===== src/rtl/morse_symbol_capture.sv =====
// Morse front end: synchronises the key, classifies presses as dot/dash on the
// timer tick base, packs up to five symbols per letter and flags letter/word gaps.
module morse_symbol_capture #(
  parameter int DASH_TICKS       = 3,
  parameter int LETTER_GAP_TICKS = 3,
  parameter int WORD_GAP_TICKS   = 7,
  parameter int CNT_W            = 4
) (
  input  logic       clk,
  input  logic       rst,
  input  logic       key_in,
  input  logic       tick,
  output logic       timer_en,
  output logic       timer_reconfig,
  output logic       letter_valid,
  output logic [2:0] letter_len,
  output logic [4:0] letter_pat,
  output logic       letter_ovf,
  output logic       word_space
);

  typedef enum logic [1:0] {IDLE, PRESS, GAP} state_t;

  localparam logic [CNT_W-1:0] CNT_MAX    = '1;
  localparam logic [CNT_W-1:0] DASH_C     = CNT_W'(DASH_TICKS);
  localparam logic [CNT_W-1:0] LETTER_C   = CNT_W'(LETTER_GAP_TICKS);
  localparam logic [CNT_W-1:0] WORD_C     = CNT_W'(WORD_GAP_TICKS);

  state_t           state;
  logic             key_meta, key_s, key_d;
  logic             rise, fall, sym;
  logic [CNT_W-1:0] press_cnt, gap_cnt, press_inc, gap_inc;
  logic [2:0]       len;
  logic [4:0]       pat;
  logic             ovf;

  always_ff @(posedge clk) begin
    if (rst) begin
      key_meta <= 1'b0;
      key_s    <= 1'b0;
      key_d    <= 1'b0;
    end else begin
      key_meta <= key_in;
      key_s    <= key_meta;
      key_d    <= key_s;
    end
  end

  assign rise = key_s & ~key_d;
  assign fall = ~key_s & key_d;

  // A tick landing on the release cycle still counts before classification.
  always_comb begin
    press_inc = press_cnt;
    gap_inc   = gap_cnt;
    if (tick && press_cnt != CNT_MAX) press_inc = press_cnt + 1'b1;
    if (tick && gap_cnt != CNT_MAX)   gap_inc   = gap_cnt + 1'b1;
    sym = (press_inc >= DASH_C);
  end

  always_ff @(posedge clk) begin
    if (rst) begin
      state          <= IDLE;
      press_cnt      <= '0;
      gap_cnt        <= '0;
      len            <= '0;
      pat            <= '0;
      ovf            <= 1'b0;
      timer_en       <= 1'b0;
      timer_reconfig <= 1'b0;
      letter_valid   <= 1'b0;
      letter_len     <= '0;
      letter_pat     <= '0;
      letter_ovf     <= 1'b0;
      word_space     <= 1'b0;
    end else begin
      timer_reconfig <= 1'b0;
      letter_valid   <= 1'b0;
      letter_len     <= '0;
      letter_pat     <= '0;
      letter_ovf     <= 1'b0;
      word_space     <= 1'b0;
      case (state)
        IDLE: begin
          if (rise) begin
            state          <= PRESS;
            press_cnt      <= '0;
            timer_reconfig <= 1'b1;
            timer_en       <= 1'b1;
          end
        end
        PRESS: begin
          press_cnt <= press_inc;
          if (fall) begin
            if (len < 3'd5) begin
              pat <= {pat[3:0], sym};
              len <= len + 3'd1;
            end else begin
              ovf <= 1'b1;
            end
            state   <= GAP;
            gap_cnt <= '0;
          end
        end
        GAP: begin
          // The letter still closes on a threshold tick that coincides with a new press.
          if (tick && gap_inc == LETTER_C && len != 3'd0) begin
            letter_valid <= 1'b1;
            letter_len   <= len;
            letter_pat   <= pat;
            letter_ovf   <= ovf;
            len          <= '0;
            pat          <= '0;
            ovf          <= 1'b0;
          end
          if (rise) begin
            state          <= PRESS;
            press_cnt      <= '0;
            timer_reconfig <= 1'b1;
          end else begin
            gap_cnt <= gap_inc;
            if (tick && gap_inc == WORD_C) begin
              word_space <= 1'b1;
              state      <= IDLE;
              timer_en   <= 1'b0;
            end
          end
        end
        default: begin
          state    <= IDLE;
          timer_en <= 1'b0;
        end
      endcase
    end
  end

endmodule

===== config.mk =====
export PLATFORM = sky130hd
export DESIGN_NAME = morse_symbol_capture
export DESIGN_NICKNAME = d
export VERILOG_FILES = /design/src/rtl/morse_symbol_capture.sv
export SDC_FILE = /design/constraint.sdc
export NUM_CORES = 1
export LEC_CHECK = 0
export CAP_MARGIN = 20
export CORE_AREA = 2 2 70 46
export CTS_CLUSTER_SIZE = 28
export DETAILED_ROUTE_END_ITERATION = 8
export DIE_AREA = 0 0 72 48
export HOLD_SLACK_MARGIN = 0.06
export PLACE_DENSITY = 0.71
export SYNTH_ARGS = -nofsm -noshare
export SYNTH_HDL_FRONTEND = slang
export SYNTH_SLANG_ARGS = --single-unit

===== constraint.sdc =====
create_clock -name clk -period 2 [get_ports clk]
set_input_delay 0.4 -clock clk [delete_from_list [all_inputs] [get_ports clk]]
set_output_delay 0.4 -clock clk [all_outputs]
set_load 0.05 [all_outputs]

==> flow_metrics.env, run 1 <==
# source this file to load flow results
export IMPL_final_common_cell="dfxtp_1"
export IMPL_cts_max_level=2
export IMPL_whs_endpoint="key_s$_SDFF_PP0_"
export IMPL_setup_viol=0
export IMPL_io_pin_count=17
export IMPL_synthTopLogicFamily="simple AND/OR/NAND/NOR gates"
export IMPL_syn_instance_count=144
export IMPL_mi_logic_area_um2=682
export IMPL_gr_total_overflow=0
export IMPL_syn_avg_cell_area_um2=9.86
export IMPL_place_gp_congestion=0.868
export IMPL_drv_cap=0
export IMPL_setup_tns_ns=0
export IMPL_setup_worst_path_end_class="flop"
export IMPL_power_density_nw_per_um2=812
export IMPL_path_clk_slew_ns=0.07
export IMPL_post_cts_buffers=0
export IMPL_cts_root_buf="clkbuf_8"
export IMPL_post_route_cells_drive_above_1_share_pct=13.5
export IMPL_post_drt_wl_per_cell_um=13.8
export IMPL_clk_path_buf_depth=2
export IMPL_synth_adder_area_share_pct=3.52
export IMPL_synth_xor_area_share_pct=1.23
export IMPL_syn_nets=152
export IMPL_r2r_end="ovf$_SDFFE_PP0P_"
export IMPL_outcome="complete, no violations"
export IMPL_ys_cells=144
export IMPL_holdCritPathClass="flop to flop"
export IMPL_hold_buffers=0
export IMPL_fp_util_pct=51.5
export IMPL_ys_sh_aoi_pct=15.3
export IMPL_post_cts_resized=0
export IMPL_power_mw=1.44
export IMPL_fp_dieH_um=48
export IMPL_crit_reg2reg_launch="gap_cnt[0]$_SDFFE_PP0P_"
export IMPL_ir_worst_vdd_mv=0.493
export IMPL_portBuffers=16
export IMPL_cp_max_fo=5
export IMPL_rsz0062_at_grt="false"
==> run 1: cell type report <==
class	instances	area share [%]
flip-flops and latches	35	39.4
clock inverters	2	1.97
clock buffers	6	4.64
well taps	34	2.39
repair buffers	24	12.4
inverters	4	0.844
multi-input cells	100	38.4
==> run 1: through the flow <==
step	std cells	instance area (um2)	util [%]	hold slack (ns)	worst slack [ns]
after floorplan	144	1420	-	0.414	0.296
after global placement	197	1660	60.2	0.418	-0.0612
after detailed placement	197	1660	60.2	0.425	-0.0811
after CTS	205	1780	64.4	0.441	0.166
after global routing	205	1780	64.4	0.456	0.0553
final	205	1780	64.4	0.436	0.159
==> run 1: where the power goes <==
part           switching [mW]  internal, mW  leakage [nW]
registers             0.00743         0.706         0.283
logic                  0.0430        0.0322         0.323
clock network           0.253         0.403        0.0612
==> run 1: metal layers <==
metal,vias up,global-route usage (%),routed length (um)
met5,-,0,0
li1,566,-,-
met2,23,28.1,1250
met4,0,7.55,31
met1,529,22.6,1410
met3,6,8.21,130
==> run 1: worst max-delay path by stage <==
stage | from | endpoint | slack, ns | cells past startpoint
detailed placement | tick | ovf$_SDFFE_PP0P_ | -0.08 | 6
CTS | gap_cnt[0]$_SDFFE_PP0P_ | ovf$_SDFFE_PP0P_ | 0.17 | 6
finish | gap_cnt[0]$_SDFFE_PP0P_ | ovf$_SDFFE_PP0P_ | 0.16 | 6
global route | gap_cnt[0]$_SDFFE_PP0P_ | ovf$_SDFFE_PP0P_ | 0.06 | 6
global placement | tick | ovf$_SDFFE_PP0P_ | -0.06 | 6
floorplan | gap_cnt[0]$_SDFFE_PP0P_ | len[0]$_SDFFE_PP0P_ | 0.30 | 5
==> run 1: cells by family (layout without fill, tap and decap cells) <==
group / count (synthesis) / after routing
compound gates: 29 / 29
xor+xnor: 2 / 2
fa+ha+maj: 4 / 4
buf+inv: 9 / 36
flops: 35 / 35
mux: 5 / 5
simple gates: 60 / 60
==> run 1: registers in the layout, indices dropped and copies added (netlist names) <==
signal          count
gap_cnt             4
key_d               1
key_meta            1
key_s               1
len                 3
letter_len          3
letter_ovf          1
letter_pat          5
letter_valid        1
ovf                 1
pat                 5
press_cnt           4
state               2
timer_en            1
timer_reconfig      1
word_space          1
==> run 1: synth_stat cells (2+ instances only) <==
cell type | n | area, um2
nor3_1 | 5 | 25.0
nor2b_1 | 9 | 56.3
o21bai_1 | 2 | 15.0
mux2_2 | 3 | 33.8
and2_1 | 9 | 56.3
a22o_1 | 7 | 61.3
nor4_1 | 2 | 12.5
nand3_1 | 8 | 40.0
nand2_1 | 3 | 11.3
a21oi_1 | 6 | 30.0
dfxtp_1 | 35 | 701
mux2i_1 | 2 | 20.0
o21ai_0 | 6 | 30.0
nand2b_1 | 3 | 18.8
clkbuf_1 | 3 | 11.3
nand4_1 | 3 | 18.8
nor2_1 | 12 | 45.0
ha_1 | 4 | 50.1
inv_1 | 4 | 15.0
==> run 1: critical path: stages (launching register included) <==
cell	delay, ns
dfxtp_1	0.36
ha_1	0.32
nand4bb_1	0.18
a2111oi_4	0.43
buf_4	0.18
nor2_1	0.04
a22o_1	0.24
**Run 1: met1 routing**

The bar under the picture is 20 um long.
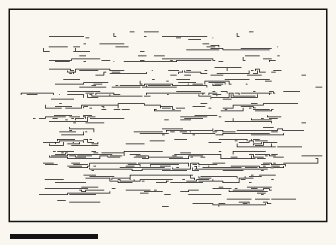
The longest straight run is 16.6 um. 160 nets have wire on it. The layer carries 1410 um of wire. The layer holds 50% of the routed length.
met1 Use GR: 22.6%
Total Wirelength: 2830 um
via count: 1124

**Run 1: metal 2**

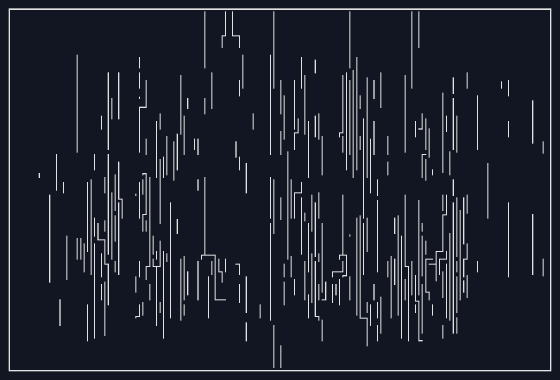
The longest straight run is 17.3 um. 153 nets have wire on it. The wires run mostly vertical. The layer holds 44% of the routed length. The layer carries 1250 um of wire.

**Run 1: metal 3**

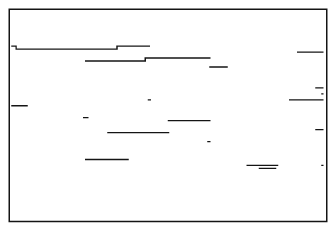
The wires run mostly horizontal. The layer carries 131 um of wire.
grt met3 use: 8.21%

**Run 1: I/O nets highlighted**

The bar under the picture is 20 um long.
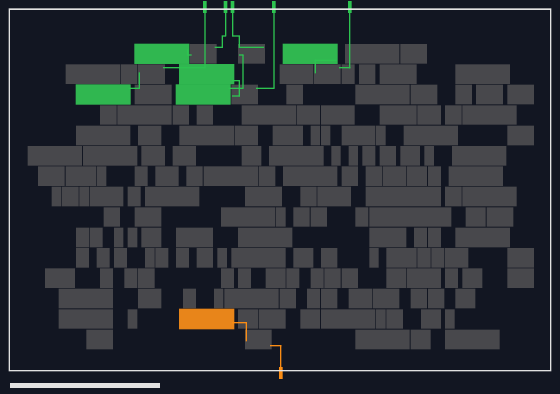
Key: green = letter_pat [direction output, edge north, end cells 5, buffers 5, wire 68.9 um]; orange = timer_reconfig [direction output, edge south, end cells 1, buffers 1, wire 8.50 um]

--- run 2 (diff from run 1) ---
- CAP_MARGIN: 20 -> unset
**Run 2: I/O nets highlighted**

The bar under the picture is 20 um long.
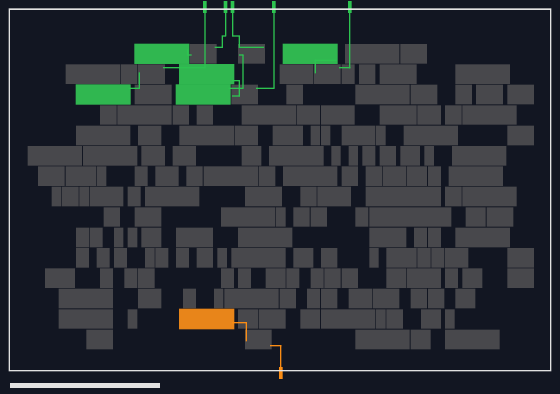
Key: green = letter_pat [direction output, edge north, end cells 5, buffers 5, wire 68.9 um]; orange = timer_reconfig [direction output, edge south, end cells 1, buffers 1, wire 8.50 um]
IO Port Bufs: 16
number of I/O pins: 17

==> run 2 against run 1 <==
Compared with the run above: first-iteration DRC count did not move; sequential power barely moved; cell count did not move; power did not move; clock skew did not move; global-route usage did not move; via count did not move; register-to-register slack barely moved; clock power barely moved; maximum frequency did not move; synthesized cell count did not move; critical endpoint unchanged; largest power group unchanged.
==> flow_metrics.env, run 2 <==
# source this file to load flow results
export IMPL_startpoint="gap_cnt[0]$_SDFFE_PP0P_"
export IMPL_place_gp_congestion=0.868
export IMPL_setup_tns_ns=0
export IMPL_crit_slowest_cell="a2111oi_4"
export IMPL_cts_root_buf="clkbuf_8"
export IMPL_crit_end="ovf$_SDFFE_PP0P_"
export IMPL_ir_worst_vdd_mv=0.493
export IMPL_yosysTopAreaCell="dfxtp_1"
export IMPL_path_cells="ha_1, nand4bb_1, a2111oi_4, buf_4, nor2_1, a22o_1"
export IMPL_top_area_share_pct=49.3
export IMPL_cpPeakStageDelay_ns=0.43
export IMPL_outcome="complete, no violations"
export IMPL_layout_setup_ws_ns=0.159
export IMPL_preCtsSetupSlack_ns=-0.0811
export IMPL_setup_worst_path_end_class="flop"
export IMPL_final_common_cell="dfxtp_1"
export IMPL_yosysMostFrequentCell="dfxtp_1"
export IMPL_syn_instance_count=144
export IMPL_fp_util_pct=51.5
export IMPL_syn_nets=152
export IMPL_cp_max_fo=5
export IMPL_gr_total_overflow=0
**Run 2: met1 routing**

The bar under the picture is 20 um long.
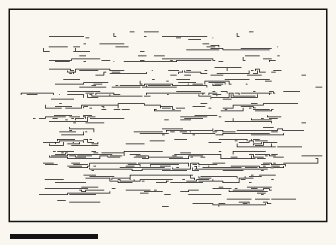
160 nets have wire on it. The wires run mostly horizontal. The layer holds 50% of the routed length.

run 2: cell counts after synthesis:
No cell type changed its count.
run 2: layer usage:
| metal | up-vias | part of all wire [%] | global-route usage [%] |
|---|---|---|---|
| li1 | 566 | - | - |
| met4 | 0 | 1.1 | 7.55 |
| met5 | - | 0 | 0 |
| met3 | 6 | 4.6 | 8.21 |
| met2 | 23 | 44 | 28.1 |
| met1 | 529 | 50 | 22.6 |
run 2: cell type report:
class / count / area (um2)
multi-input combinational: 100 / 682
timing repair buffer: 24 / 220
clock buffer: 6 / 82.6
fill: 237 / 981
inverter: 4 / 15.0
tap: 34 / 42.5
sequential: 35 / 701
clock inverter: 2 / 35.0
run 2: worst min-delay path by stage:
stage	from	to	slack (ns)	cells past startpoint
finish	key_meta$_SDFF_PP0_	key_s$_SDFF_PP0_	0.44	1
global route	key_meta$_SDFF_PP0_	key_s$_SDFF_PP0_	0.46	1
floorplan	key_meta$_SDFF_PP0_	key_s$_SDFF_PP0_	0.41	1
global placement	key_meta$_SDFF_PP0_	key_s$_SDFF_PP0_	0.42	1
detailed placement	key_meta$_SDFF_PP0_	key_s$_SDFF_PP0_	0.43	1
CTS	key_meta$_SDFF_PP0_	key_s$_SDFF_PP0_	0.44	1
run 2: logic make-up (layout without fill, tap and decap cells):
family                   Yosys count  after routing  synth area share (%)
adder cells (fa/ha/maj)            4              4                  3.52
AND/OR/NAND/NOR                   60             60                  24.1
multiplexers                       5              5                  3.79
XOR/XNOR                           2              2                  1.23
flip-flops                        35             35                  49.3
AND-OR/OR-AND                     29             29                  15.3
buffers and inverters              9             36                  2.64
run 2: worst max-delay path: cells and delay by family (launching register included):
family,cells,cell delay [ns]
and+or+nand+nor,2,0.22
AOI/OAI and AO/OA,2,0.67
DFF,1,0.36
adders and majority gates,1,0.32
buffers and inverters,1,0.18
run 2: where the power goes:
group	total (mW)	switching (mW)	leakage, nW	internal, mW
logic	0.0751	0.0430	0.323	0.0322
registers	0.713	0.00743	0.283	0.706
clock network	0.656	0.253	0.0612	0.403
run 2: metrics by stage:
step	utilization (%)	total power, mW	std cells	instance area [um2]
after floorplan	-	0.776	144	1420
after global routing	64.4	1.49	205	1780
after CTS	64.4	1.45	205	1780
after detailed placement	60.2	0.803	197	1660
after global placement	60.2	0.802	197	1660
final	64.4	1.44	205	1780
Power is estimated from default activity; no workload was simulated.
